[config.mk]
export PLATFORM = sky130hd
export DESIGN_NAME = pwm_dac_out
export DESIGN_NICKNAME = d
export VERILOG_FILES = /design/src/rtl/pwm_dac_out.sv
export SDC_FILE = /design/constraint.sdc
export NUM_CORES = 1
export LEC_CHECK = 0
export ABC_CLOCK_PERIOD_IN_PS = 2070
export CAP_MARGIN = 20
export CORE_ASPECT_RATIO = 2
export CORE_MARGIN = 3
export CORE_UTILIZATION = 55
export CTS_CLUSTER_SIZE = 40
export DETAILED_ROUTE_END_ITERATION = 8
export HOLD_SLACK_MARGIN = 0.12
export PLACE_DENSITY = 0.78
export SETUP_SLACK_MARGIN = 0.1
export SYNTH_ARGS = -nofsm -noshare
export SYNTH_HDL_FRONTEND = slang
export SYNTH_SLANG_ARGS = --single-unit
[constraint.sdc]
create_clock -name clk -period 2.07 [get_ports clk]
set_clock_uncertainty 0.2 [all_clocks]
set_input_delay 0.414 -clock clk [delete_from_list [all_inputs] [get_ports clk]]
set_output_delay 0.414 -clock clk [all_outputs]
set_load 0.005 [all_outputs]
[src/rtl/pwm_dac_out.sv]
// Single-pin PWM DAC: one offset-binary sample per 2^WIDTH-count frame.
// A staging register takes samples via valid/ready; the duty only changes at frame boundaries.
module pwm_dac_out #(
    parameter int unsigned WIDTH      = 10,
    parameter int unsigned PRESCALE   = 1,
    parameter int unsigned RESET_DUTY = 512
) (
    input  logic             clk,
    input  logic             rst_n,
    input  logic             enable,
    input  logic [WIDTH-1:0] sample_data,
    input  logic             sample_valid,
    output logic             sample_ready,
    output logic             pwm_out,
    output logic             frame_start,
    output logic             underrun,
    input  logic             underrun_clr
);
    localparam int unsigned PW = (PRESCALE > 1) ? $clog2(PRESCALE) : 1;
    localparam logic [PW-1:0]    PRE_LAST = PW'(PRESCALE - 1);
    localparam logic [WIDTH-1:0] CNT_LAST = {WIDTH{1'b1}};

    logic [PW-1:0]    r_pre;
    logic [WIDTH-1:0] r_cnt;
    logic [WIDTH-1:0] r_duty;
    logic [WIDTH-1:0] r_staged;
    logic             r_empty;
    logic             r_pwm;
    logic             r_fs;
    logic             r_und;

    logic w_tick;
    logic w_boundary;
    logic w_accept;

    assign w_tick     = enable && (r_pre == PRE_LAST);
    assign w_boundary = w_tick && (r_cnt == CNT_LAST);
    assign w_accept   = sample_valid && r_empty;

    // Prescaler and PWM counter; both held at zero while idle.
    always_ff @(posedge clk or negedge rst_n) begin
        if (!rst_n) begin
            r_pre <= '0;
            r_cnt <= '0;
        end else if (!enable) begin
            r_pre <= '0;
            r_cnt <= '0;
        end else if (w_tick) begin
            r_pre <= '0;
            r_cnt <= r_cnt + WIDTH'(1);
        end else begin
            r_pre <= r_pre + PW'(1);
        end
    end

    // Staging register: an empty boundary leaves room for a same-cycle accept.
    always_ff @(posedge clk or negedge rst_n) begin
        if (!rst_n) begin
            r_duty   <= WIDTH'(RESET_DUTY);
            r_staged <= '0;
            r_empty  <= 1'b1;
        end else if (w_boundary && !r_empty) begin
            r_duty  <= r_staged;
            r_empty <= 1'b1;
        end else if (w_accept) begin
            r_staged <= sample_data;
            r_empty  <= 1'b0;
        end
    end

    always_ff @(posedge clk or negedge rst_n) begin
        if (!rst_n) begin
            r_pwm <= 1'b0;
            r_fs  <= 1'b0;
            r_und <= 1'b0;
        end else begin
            r_pwm <= enable && (r_cnt < r_duty);
            r_fs  <= w_boundary;
            if (w_boundary && r_empty) begin
                r_und <= 1'b1;
            end else if (underrun_clr) begin
                r_und <= 1'b0;
            end
        end
    end

    assign sample_ready = r_empty;
    assign pwm_out      = r_pwm;
    assign frame_start  = r_fs;
    assign underrun     = r_und;

endmodule
==> reports/qor.tcl, run 1 <==
set qor(detail-route-antenna-nets) 0
set qor(whs_endpoint) {r_duty[0]}
set qor(synth_nets) 157
set qor(fp.dieArea_sq_um) 3850
set qor(use_met3) 0.0665
set qor(vdd_drop_max_uv) 646
set qor(finalCriticalPeriod_ns) 1.93
set qor(adder_share) 0.0733
set qor(route.detailed.vias_per_inst) 5.51
set qor(crit_slowest_cell) {sky130_fd_sc_hd__dfstp_2}
set qor(synth_warnings) 0
set qor(top_cells_by_area) {sky130_fd_sc_hd__dfrtp_1, sky130_fd_sc_hd__mux2_4, sky130_fd_sc_hd__ha_1}
set qor(total_switching_power_uw) 283
set qor(pwr-share-seq) 0.552
set qor(timing.fmax_ghz) 0.518
set qor(post_cts_setup_repair_bufs) 2
set qor(power_frac_clock) 0.382
set qor(postPlaceCellArea_sq_um) 1990
set qor(hold_start) {r_staged[0]}
set qor(antenna_cells) 0
set qor(wire_per_inst_um) 14.7
set qor(part_of_the_total_power_dissipated_in_combinational_logic) 0.066
set qor(timing.critical_path.depth) 1
set qor(power.share.switching) 0.225
set qor(end_kind) {output pin}
set qor(grt_remaining_overflow) 0
set qor(die_width_um) 45.4
set qor(synth.cellmix.compoundShare) 0.0484
set qor(setup_total_negative_slack_ns) 0
set qor(placement.io_buffers) 18
set qor(path_max_fanout) 2
set qor(finalWorstSetupSlack_ns) 0.140
set qor(synth_cell_types) 36
set qor(hold_class) {reg -> reg}
set qor(hold_viol) 0
set qor(floorplan.initialDensity) 0.573
set qor(num-nets-final) 193
set qor(drt-initial-drc-count) 2
set qor(power_density_nw_per_um2) 597
set qor(critPathLaunchType) {flop}
set qor(ios) 19
set qor(most_area_hungry_cell_type_in_the_yosys_netlist) {sky130_fd_sc_hd__dfrtp_1}
set qor(grt_use_met1) 0.180
set qor(grt.met2_usage) 0.290
set qor(synthXorXnorAreaFrac) 0.0359
set qor(yosys_cells) 132
set qor(ys_sh_simple) 0.128
set qor(nFillCells) 214
set qor(max-clock-path-buffers) 2
set qor(final_cell_area_sq_um) 2100
set qor(status) {finished, final reports clean}
set qor(syn_area_per_cell_sq_um) 12.9
set qor(termination_of_the_worst_setup_path) {sample_ready}
set qor(number_of_enable_flip_flop_cells) 0
set qor(clock-sinks) 35
set qor(total_power_mw) 1.26
set qor(gp_routability_congestion) 0.751
set qor(detailed_place_hpwl_mm) 2.30
set qor(synth_top_area_share) 0.484
set qor(synth_seq_share) 0.515
set qor(cts_tree) {built}
set qor(timing.critical_path.max_delay_family) {flip-flops}
set qor(ys_area_sq_um) 1710
set qor(synth_area_sq_um) 1710
set qor(setup_viol) 0
set qor(power_report.internal_total_uw) 972
set qor(place.detailed.instances) 188
set qor(cap_violations) 0
set qor(muxShareOfSynthArea) 0.158
set qor(die_y_um) 84.8
set qor(yosys_register_bits) 35
set qor(worstHoldPathCells) 1
set qor(grt.total_usage) 0.183
set qor(reg2reg_slack_ns) 0.14
set qor(synthMostInstantiatedCell) {sky130_fd_sc_hd__dfrtp_1}
set qor(clock_pin_transition_on_the_worst_setup_and_hold_timing_paths_ns) 0.07
set qor(top_layout_cells) {sky130_fd_sc_hd__dfrtp_1, sky130_fd_sc_hd__clkdlybuf4s50_1, sky130_fd_sc_hd__inv_1, sky130_fd_sc_hd__buf_4}
set qor(grt_antenna_before_repair) 0
set qor(power.largest_group) {registers}
set qor(hold_buffers) 0
set qor(syn_inst) 132
set qor(stage_log_warnings) 27
set qor(grt_busiest_layer) {met2}
set qor(power.combinational.total_uw) 82.5
set qor(drive_gt1_frac) 0.272
set qor(synthArstFlopShare) 1.00
==> run 1: area by class of cell <==
type | instances | area, sq um | share of cell area
Tap cell | 30 | 37.5 | 0.0179
Timing Repair Buffer | 31 | 290 | 0.138
Multi-Input combinational cell | 83 | 759 | 0.362
Clock buffer | 5 | 68.8 | 0.0328
Sequential cell | 35 | 880 | 0.419
Clock inverter | 3 | 20.0 | 0.00953
Inverter | 12 | 45.0 | 0.0214
==> run 1: sequential cells by signal, summed over array words and instances (netlist names) <==
register / flops
underrun: 1
r_staged: 10
r_pre: 1
r_duty: 10
frame_start: 1
r_cnt: 10
pwm_out: 1
sample_ready: 1
==> run 1: routing by layer <==
layer | share of wire | vias to the layer above
li1 | - | 522
met1 | 0.36 | 545
met2 | 0.55 | 21
met3 | 0.041 | 9
met4 | 0.049 | 0
met5 | 0 | -
run_1/wires.png
(6 px per um)
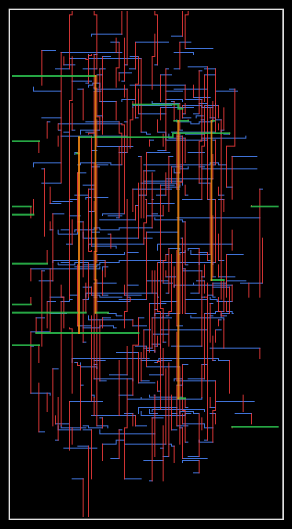
- metal 1: blue (wire length 1,040 um)
- metal 3: green (wire length 122 um)
- metal 4: orange (wire length 145 um)
- metal 2: red (wire length 1,620 um)
via count: 1,097
Final Routed Wirelength: 2.93 mm

run_1/logic_types.png
(6 px per um)
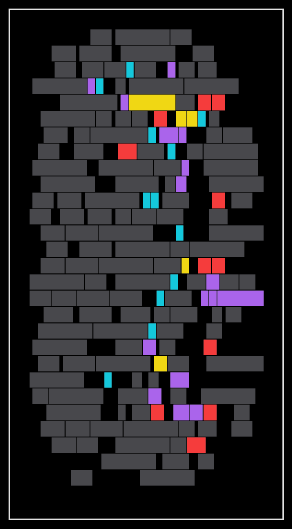
- and/or cells: red (cells 11; most used and2_1)
- inv cells: cyan (cells 12; most used inv_1)
- nor cells: yellow (cells 5; most used nor3_1)
- nand cells: purple (cells 16; most used nand2_1)
top logic cell by instance count in the layout: sky130_fd_sc_hd__dfrtp_1
share of the final layout cell area in multi-input gates: 0.362
non-filler instance count after layout: 199

run_1/detail.png
Region (24, 11) to (44, 31) um. Cells in grey, sequential cells in the stronger grey; small squares are vias.
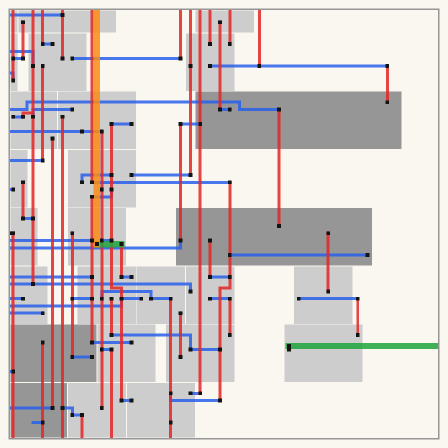
- metal 1: blue
- metal 2: red
- metal 3: green
- metal 4: orange
- most frequent: buf_4 (4), nand2b_1 (2), and2_1 (2)
- cells with their middle in the window: 19
- netlist names of flops here include: `r_cnt` (2)
- sequential cells in the window: 2

run_1/clk_routes.png
(4 px per um)
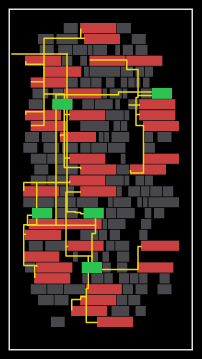

==> run 1 -> run 2 <==
--- a/config.mk
+++ b/config.mk
@@ -9,11 +9,11 @@
 export CAP_MARGIN = 20
 export CORE_ASPECT_RATIO = 2
 export CORE_MARGIN = 3
-export CORE_UTILIZATION = 55
+export CORE_UTILIZATION = 45
 export CTS_CLUSTER_SIZE = 40
 export DETAILED_ROUTE_END_ITERATION = 8
 export HOLD_SLACK_MARGIN = 0.12
-export PLACE_DENSITY = 0.78
+export PLACE_DENSITY = 0.66
 export SETUP_SLACK_MARGIN = 0.1
 export SYNTH_ARGS = -nofsm -noshare
 export SYNTH_HDL_FRONTEND = slang
run_2/clk_routes.png
(4 px per um)
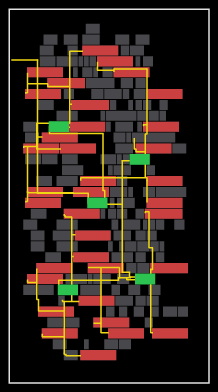
- clock wires: yellow (length 460 um)
- clock drivers: green (count 5)
- flip-flops: red (count 35)
- flops lie: widely spread
- routed clock nets: 6
insertion delay of the later-clocked pin in the worst-skew pair: 0.29 ns
power of the clock network: 613 uW
clock network power share: 0.442

run_2/detail.png
Region (27, 13) to (47, 33) um. Cells in grey, sequential cells in the stronger grey; small squares are vias.
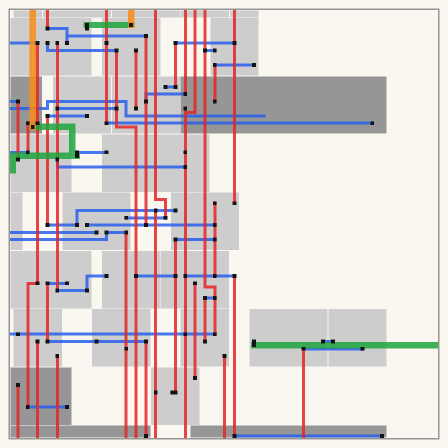
- metal 3: green
- metal 2: red
- metal 4: orange
- metal 1: blue
- sequential cells in the window: 1
- cells with their middle in the window: 19
- netlist names of flops here include: `r_cnt` (1)
- most frequent: buf_4 (5), and2_1 (3), xnor2_1 (2)

==> run 2 against run 1 <==
  * Synthesized area unchanged
  * Sequential cell count unchanged
  * Clock-buffer cell count unchanged
  * Combinational power down 2.5%
  * Via count up 0.46%
  * Cell count up 11%
  * Die area up 20%
  * Synthesized cell count unchanged
  * Critical path depth up 5
  * Hold slack better by 0.0051 ns
  * Worst setup slack better by 0.026 ns
  * Routed wire length down 1.3%
  * Largest power group unchanged
  * Highest routed layer unchanged
==> reports/qor.tcl, run 2 <==
set qor(area.share.combinational) 0.350 ;# -0.0111
set qor(end_kind) {flop}
set qor(synth_warnings) 0 ;# unchanged
set qor(detailroute.wirelength.met2_mm) 1.65 ;# +1.6%
set qor(gp_routability_congestion) 0.794 ;# +5.7%
set qor(synth_seq_share) 0.515 ;# unchanged
set qor(place.detailed.instances) 207 ;# +10%
set qor(total_power_mw) 1.39 ;# +11%
set qor(synth_area_sq_um) 1710 ;# unchanged
set qor(status) {finished, final reports clean}
set qor(power_report.internal_total_mw) 1.10 ;# +13%
set qor(top_signal_layer_used) {met4}
set qor(wire_per_inst_um) 13.2 ;# -11%
set qor(detail_route.wirelength.met1_mm) 1.05 ;# +0.58%
set qor(syn_area_per_cell_sq_um) 12.9 ;# unchanged
set qor(timing.critical_path.max_delay_family) {buffers and inverters}
set qor(n_all_inverters) 12 ;# unchanged
set qor(floorplan.initialDensity) 0.468 ;# -0.105
set qor(most_area_hungry_cell_type_in_the_yosys_netlist) {sky130_fd_sc_hd__dfrtp_1}
set qor(clk_share) 0.0520 ;# +0.00968
set qor(power_density_nw_per_um2) 640 ;# +7.2%
set qor(syn_inst) 132 ;# unchanged
set qor(hold_class) {reg -> reg}
set qor(reg2reg_slack_ns) 0.18 ;# +0.04 ns
set qor(yosys_cells) 132 ;# unchanged
set qor(timing.fmax_ghz) 0.525 ;# +1.4%
set qor(placement.io_buffers) 18 ;# unchanged
set qor(detail-route-antenna-nets) 0 ;# unchanged
set qor(postPlaceCellArea_sq_um) 2010 ;# +1.2%
set qor(grt_remaining_overflow) 0 ;# unchanged
set qor(ys_area_sq_um) 1710 ;# unchanged
set qor(nFillCells) 325 ;# +52%
set qor(termination_of_the_worst_setup_path) {r_duty[6]}
set qor(grt_antenna_before_repair) 0 ;# unchanged
set qor(synth_cell_types) 36 ;# unchanged
set qor(clock_pin_transition_on_the_worst_setup_and_hold_timing_paths_ns) 0.07 ;# about the same
set qor(buffers) 33 ;# +6.5%
set qor(ios) 19 ;# unchanged
set qor(yosys_register_bits) 35 ;# unchanged
set qor(vdd_drop_max_uv) 664 ;# +2.9%
set qor(register_area_sq_um) 881 ;# +0.14%
set qor(n_tap_cell) 49 ;# +63%
set qor(die_width_um) 49.5 ;# +9.2%
set qor(stage_log_warnings) 27 ;# unchanged
set qor(layout.cells.largest_class) {sequential cells}
set qor(part_of_the_total_power_dissipated_in_combinational_logic) 0.058 ;# -0.008
set qor(detailed_place_hpwl_mm) 2.19 ;# -4.7%
set qor(vias) 1102 ;# +0.46%
set qor(synth_nets) 157 ;# unchanged
set qor(synthArstFlopShare) 1.00 ;# unchanged
set qor(seq_total_area) 0.406 ;# -0.0122
set qor(synthMostInstantiatedCell) {sky130_fd_sc_hd__dfrtp_1}
set qor(drive_gt1_frac) 0.287 ;# +0.0144
set qor(sequential_cell_total) 35 ;# unchanged
set qor(grt.total_usage) 0.151 ;# -0.0322
## run 2: cell families after synthesis
group,synth area share
xor gates and xnor gates,0.0359
AOI/OAI and AO/OA,0.0484
other,0.00220
adders and majority gates,0.0733
muxes,0.158
and+or+nand+nor,0.128
buffers and inverters,0.0403
DFF,0.515
## run 2: per-layer routing
| layer | up-vias | GRT usage |
|---|---|---|
| met1 | 549 | 0.154 |
| met5 | - | 0 |
| li1 | 529 | - |
| met3 | 7 | 0.0447 |
| met4 | 0 | 0.0924 |
| met2 | 17 | 0.261 |
## run 2: timing repair
item | in CTS | in global routing
gates resized | 1 | 2
setup endpoints to repair | 2 | 6
setup buffers | 2 | 3
pin swaps | 1 | 0
Power is estimated from default activity; no workload was simulated.
